### src/rtl/mem_arbiter.sv
// Two-requester (fetch/data) arbiter onto a single-outstanding memory port; optional MEM_ARB_RR_EN selects round-robin.
// Latency: grant 1 cycle after req in IDLE; done 2 cycles (write) / 3 cycles (read) after req at best.
// Backpressure: m_ready stalls ISSUE, m_rvalid gates WAIT; requests are sampled only while IDLE.
module mem_arbiter #(
  parameter int ADDR_W = 32
) (
  input  logic              clk,
  input  logic              reset_n,
  // fetch requester (read only)
  input  logic              if_req,
  input  logic [ADDR_W-1:0] if_addr,
  output logic              if_gnt,
  output logic              if_done,
  output logic [31:0]       if_rdata,
  // data requester
  input  logic              d_req,
  input  logic              d_we,
  input  logic [ADDR_W-1:0] d_addr,
  input  logic [31:0]       d_wdata,
  input  logic [3:0]        d_wmask,
  output logic              d_gnt,
  output logic              d_done,
  output logic [31:0]       d_rdata,
  // memory side
  output logic              m_req,
  output logic              m_we,
  output logic [ADDR_W-1:0] m_addr,
  output logic [31:0]       m_wdata,
  output logic [3:0]        m_wmask,
  input  logic              m_ready,
  input  logic              m_rvalid,
  input  logic [31:0]       m_rdata
);

  typedef enum logic [1:0] {
    IDLE  = 2'd0,
    ISSUE = 2'd1,
    WAIT  = 2'd2
  } state_t;

  state_t state;
  logic   owner;   // 1 = data requester owns the transaction, 0 = fetch
  logic   pick_d;  // arbitration result for the current IDLE cycle

`ifdef MEM_ARB_RR_EN
  logic rr_data_last;  // 1 = data was granted last, 0 = fetch was granted last

  // Round-robin: on a tie the requester not granted last wins.
  always_comb begin
    pick_d = d_req && (!if_req || !rr_data_last);
  end

  // Remember who won every grant; reset leaves fetch as last so data wins the first tie.
  always_ff @(posedge clk or negedge reset_n) begin
    if (!reset_n) begin
      rr_data_last <= 1'b0;
    end else if (state == IDLE && (if_req || d_req)) begin
      rr_data_last <= pick_d;
    end
  end
`else
  // Fixed priority: data always beats fetch.
  always_comb begin
    pick_d = d_req;
  end
`endif

  // Main FSM: grant, issue until accepted, wait for read data, pulse done.
  always_ff @(posedge clk or negedge reset_n) begin
    if (!reset_n) begin
      state    <= IDLE;
      owner    <= 1'b0;
      m_req    <= 1'b0;
      m_we     <= 1'b0;
      m_addr   <= '0;
      m_wdata  <= '0;
      m_wmask  <= 4'b0000;
      if_gnt   <= 1'b0;
      d_gnt    <= 1'b0;
      if_done  <= 1'b0;
      d_done   <= 1'b0;
      if_rdata <= '0;
      d_rdata  <= '0;
    end else begin
      if_gnt  <= 1'b0;
      d_gnt   <= 1'b0;
      if_done <= 1'b0;
      d_done  <= 1'b0;
      case (state)
        IDLE: begin
          if (if_req || d_req) begin
            owner <= pick_d;
            m_req <= 1'b1;
            state <= ISSUE;
            if (pick_d) begin
              d_gnt   <= 1'b1;
              m_we    <= d_we;
              m_addr  <= d_addr;
              m_wdata <= d_wdata;
              m_wmask <= d_wmask;
            end else begin
              if_gnt  <= 1'b1;
              m_we    <= 1'b0;
              m_addr  <= if_addr;
              m_wdata <= '0;
              m_wmask <= 4'b0000;
            end
          end
        end
        ISSUE: begin
          if (m_ready) begin
            m_req <= 1'b0;
            if (m_we) begin
              // writes complete on acceptance
              if (owner) d_done  <= 1'b1;
              else       if_done <= 1'b1;
              state <= IDLE;
            end else begin
              state <= WAIT;
            end
          end
        end
        WAIT: begin
          if (m_rvalid) begin
            if (owner) begin
              d_rdata <= m_rdata;
              d_done  <= 1'b1;
            end else begin
              if_rdata <= m_rdata;
              if_done  <= 1'b1;
            end
            state <= IDLE;
          end
        end
        default: state <= IDLE;
      endcase
    end
  end

endmodule

### config.mk
export PLATFORM = sky130hd
export DESIGN_NAME = mem_arbiter
export DESIGN_NICKNAME = d
export VERILOG_FILES = /design/src/rtl/mem_arbiter.sv
export SDC_FILE = /design/constraint.sdc
export NUM_CORES = 1
export LEC_CHECK = 0
export ABC_AREA = 1
export CORE_UTILIZATION = 37
export CTS_CLUSTER_SIZE = 40
export DETAILED_ROUTE_END_ITERATION = 8
export MAX_ROUTING_LAYER = met4
export PLACE_DENSITY = 0.74
export RECOVER_POWER = 50
export SLEW_MARGIN = 20
export SYNTH_ARGS = -nofsm -noshare
export SYNTH_HDL_FRONTEND = slang
export SYNTH_SLANG_ARGS = --single-unit
### constraint.sdc
create_clock -name clk -period 1.3 [get_ports clk]
set_input_delay 0.39 -clock clk [delete_from_list [all_inputs] [get_ports clk]]
set_output_delay 0.39 -clock clk [all_outputs]
set_load 0.03 [all_outputs]
Figure 1. PDN straps and rails.
Bar = 50 um. Pins as bars on the die edge. Tap cells in gray.
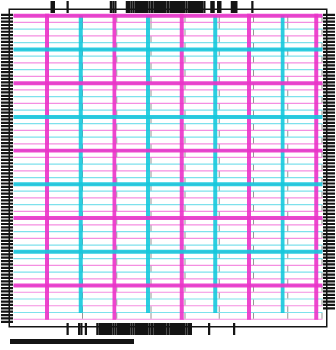
Key: VSS = magenta; VDD = cyan
9 straps on met5. 9 straps on met4.
die span in x: 127 um
DIE HEIGHT: 127 um
VDD IR max: 1.37 mV
Core Area: 0.0153 sq mm

==> run_results.csv <==
group,metric,value,unit
layout,fin_util,79.8,%
place,dp.cells,1131,
final_timing,rsz0062_at_grt,"true",
cts,clk_pin_slew_worst_paths,0.07,ns
route,drc,0,
floorplan,io_pins,277,
final_timing,timing.hold.ws,0.242,ns
pwr,power_leakage,0.00600,uW
synthesis,yosys-stat-area,0.00582,sq mm
cts,tritoncts,"yes",
status,status,"finished with violations",
flow_run,openroad.warnings,32,
worst_hold_path,hold_depth,2,
final_timing,worst_slack,-0.181,ns
worst_hold_path,worstHoldPathType,"input pin to flop",
critical_path,rr_startpoint,"state[0]$_DFFE_PN0P_",
layout,ff_latch_area,0.00353,sq mm
floorplan,tap_cells,211,
final_timing,fmax,675,MHz
synthesis,syn_nets,797,
critical_path,crit_buf_inv,4,
place,port_buffers,276,
critical_path,path_max_fanout,8,
floorplan,fp_util,38.1,%
synthesis,yosysSeqAreaShare,60.6,%
critical_path,regToRegSetupSlack,-0.18,ns
layout,lay_top_cells,"buf_6, dfrtp_1, clkdlybuf4s50_1",
layout,nets,1209,
synthesis,synth_cell_types,16,
final_timing,finalSetupViolations,287,
critical_path,worstPathCellList,"inv_2, buf_6, ha_4, nand3_4, buf_6, buf_16, o21ai_2",
critical_path,crit_cells,7,
route,drt-pass1-iter-count,5,
worst_hold_path,min_from,"d_req",
synthesis,synth.top_cell.area_share,60.6,%
critical_path,cpMaxStageDelayCell,"dfrtp_1",
worst_hold_path,min_to,"if_gnt$_DFF_PN0_",
final_timing,fin_crit,1.48,ns
critical_path,path_class,"flop to flop",
route,ant_nets,0,
place,gp_congestion,0.777,
global_route,grt_overflow,0,
cts,htreeDepth,4,
final_timing,setup-tns-final,-20.61,ns
critical_path,slowest_delay,0.39,ns
critical_path,cp.arrival,1.82,ns
route,drtIter0Drc,302,
final_timing,hold_violations,0,
layout,finalNonFillerCells,1291,
global_route,grt_start_max_net_pins,39,
cts,cts-root-buf,"clkbuf_16",
layout,buf_share,39.3,%
floorplan,chipArea,0.0162,sq mm
layout,combGateArea,0.00268,sq mm
layout,diodes,1,
synthesis,area_leaders,"dfrtp_1, nand2_1, o21ai_0",
synthesis,syn_area,0.00582,sq mm
synthesis,yosys_cells,654,
pwr,cellPowerDensity,2660,mW/mm^2
global_route,grt_pass1_wl,33300,um
critical_path,cp-end-kind,"flop",
layout,n_all_buffers,433,
route,vias,6558,
global_route,grt_usage,27.9,%
final_timing,fin_skew,0.0111,ns
final_timing,slew-limit-headroom,43.1,%
layout,fin_area,0.0122,sq mm
critical_path,critPathTopFamily,"buffers and inverters",
layout,fill_cells,893,
synthesis,syn_inst,654,
final_timing,worst_slew_pin_slew,0.854,ns
cts,clock-sinks,141,
layout,drive_above_1_share,48.4,%
route,vias_per_cell,5.08,
synthesis,yosysWarningCount,0,
cts,clock_path_buffers,2,
synthesis,postSynthAreaPerCell,8.90,sq um
layout,dominant_cells,"buffers",
layout,final-clk-cell-share,5.11,%
synthesis,synth_flops,141,
layout,num-multi-input-gates,399,
critical_path,crit_start,"state[0]$_DFFE_PN0P_",
layout,comb_share,22.0,%
global_route,antenna_found_initial,1,
floorplan,floorplan.rows,45,
layout,n_all_inverters,74,
flow_run,maxCapViolCount,0,
critical_path,cp.required,1.64,ns
final_timing,final_max_slew_viol_count,0,
critical_path,cp-endpoint,"d_rdata[3]$_DFFE_PN0P_",
layout,area_growth,109,%
critical_path,crit_top_cell,"buf_6",
critical_path,cp-start-kind,"flop",
final_timing,fin_crit_sh,114,%
place,place_area,0.00876,sq mm
cts,cts_buffers,17,
layout,lay_top_count,"buf_6",
status,violations,"negative setup slack",
critical_path,r2r-end,"d_rdata[3]$_DFFE_PN0P_",
global_route,grt_pass1_vias,6498,
synthesis,top_area_cell,"dfrtp_1",
route,wl,25500,um
layout,seq_share,29.0,%
place,hpwl,12100,um
critical_path,reg2regPathDepth,7,
route,wire_per_inst,19.8,um
Figure 2. Clock nets.
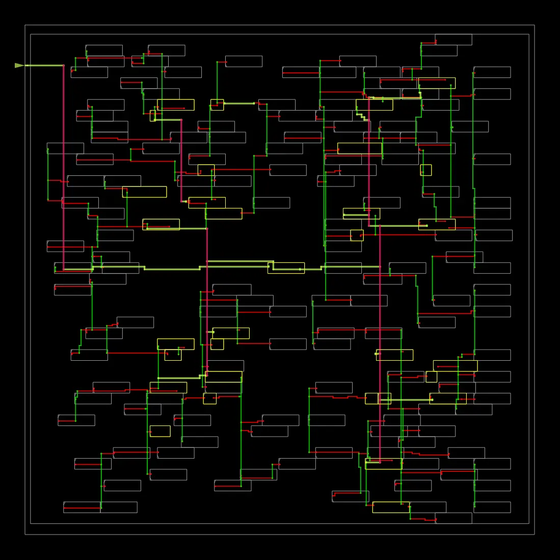
flip-flops: 141
clk_lat worst skew: 0.43 ns
clk pwr: 5230 uW
clkbuf count: 19

[per-stage QoR]
stage          total power (uW)  worst slack (ns)
4_1_cts                   28900            -0.120
3_3_place_gp              19300            -0.233
5_1_grt                   33600            -0.219
2_1_floorplan             14300           -0.0391
3_5_place_dp              19500            -0.268
6_report                  32400            -0.181
[metal layers]
metal  GRT usage (%)  vias to the layer above  wire [um]
met5               -                        -          0
met4            15.1                        0       1430
met3            7.41                      106       2060
met2            47.6                      362      12800
met1            29.6                     3188       9250
li1                -                     2902          -
[cell usage after synthesis (all sizes together)]
| cell | count |
|---|---|
| o21ai | 97 |
| nor2 | 35 |
| buf | 30 |
| inv | 74 |
| ha | 4 |
| nand3 | 42 |
| a21oi | 34 |
| nand2 | 183 |
| clkbuf | 10 |
| dfrtp | 141 |
| nand4 | 4 |
[power by group]
part	internal (uW)	switching [uW]
Combinational	9210	9790
Sequential	6400	1820
Clock	3130	2110
[kinds of logic (layout without fill, tap and decap cells)]
group / Yosys count / after routing / share of synthesized area [%]
buffers and inverters: 114 / 539 / 8.73
AND/OR/NAND/NOR: 264 / 264 / 18.1
AND-OR/OR-AND: 131 / 131 / 11.7
other: 0 / 1 / 0
flip-flops: 141 / 141 / 60.6
adder cells (fa/ha/maj): 4 / 4 / 0.860
[timing repair]
item | in CTS | in global routing
cloned | 16 | 7
resized | 269 | 204
setup endpoints to repair | 275 | 278
endpoints found under the hold margin | 20 | 0
pin swaps | 17 | 17
hold buffers | 1 | 0
setup buffers | 53 | 54
[registers in the layout, summed over array words and instances, names as in the netlist, 2 cells and up]
| signal | count |
|---|---|
| if_rdata | 32 |
| m_wdata | 32 |
| state | 2 |
| m_wmask | 4 |
| d_rdata | 32 |
| m_addr | 32 |
Power figures rest on the tool's default switching activity, not on a simulated workload.
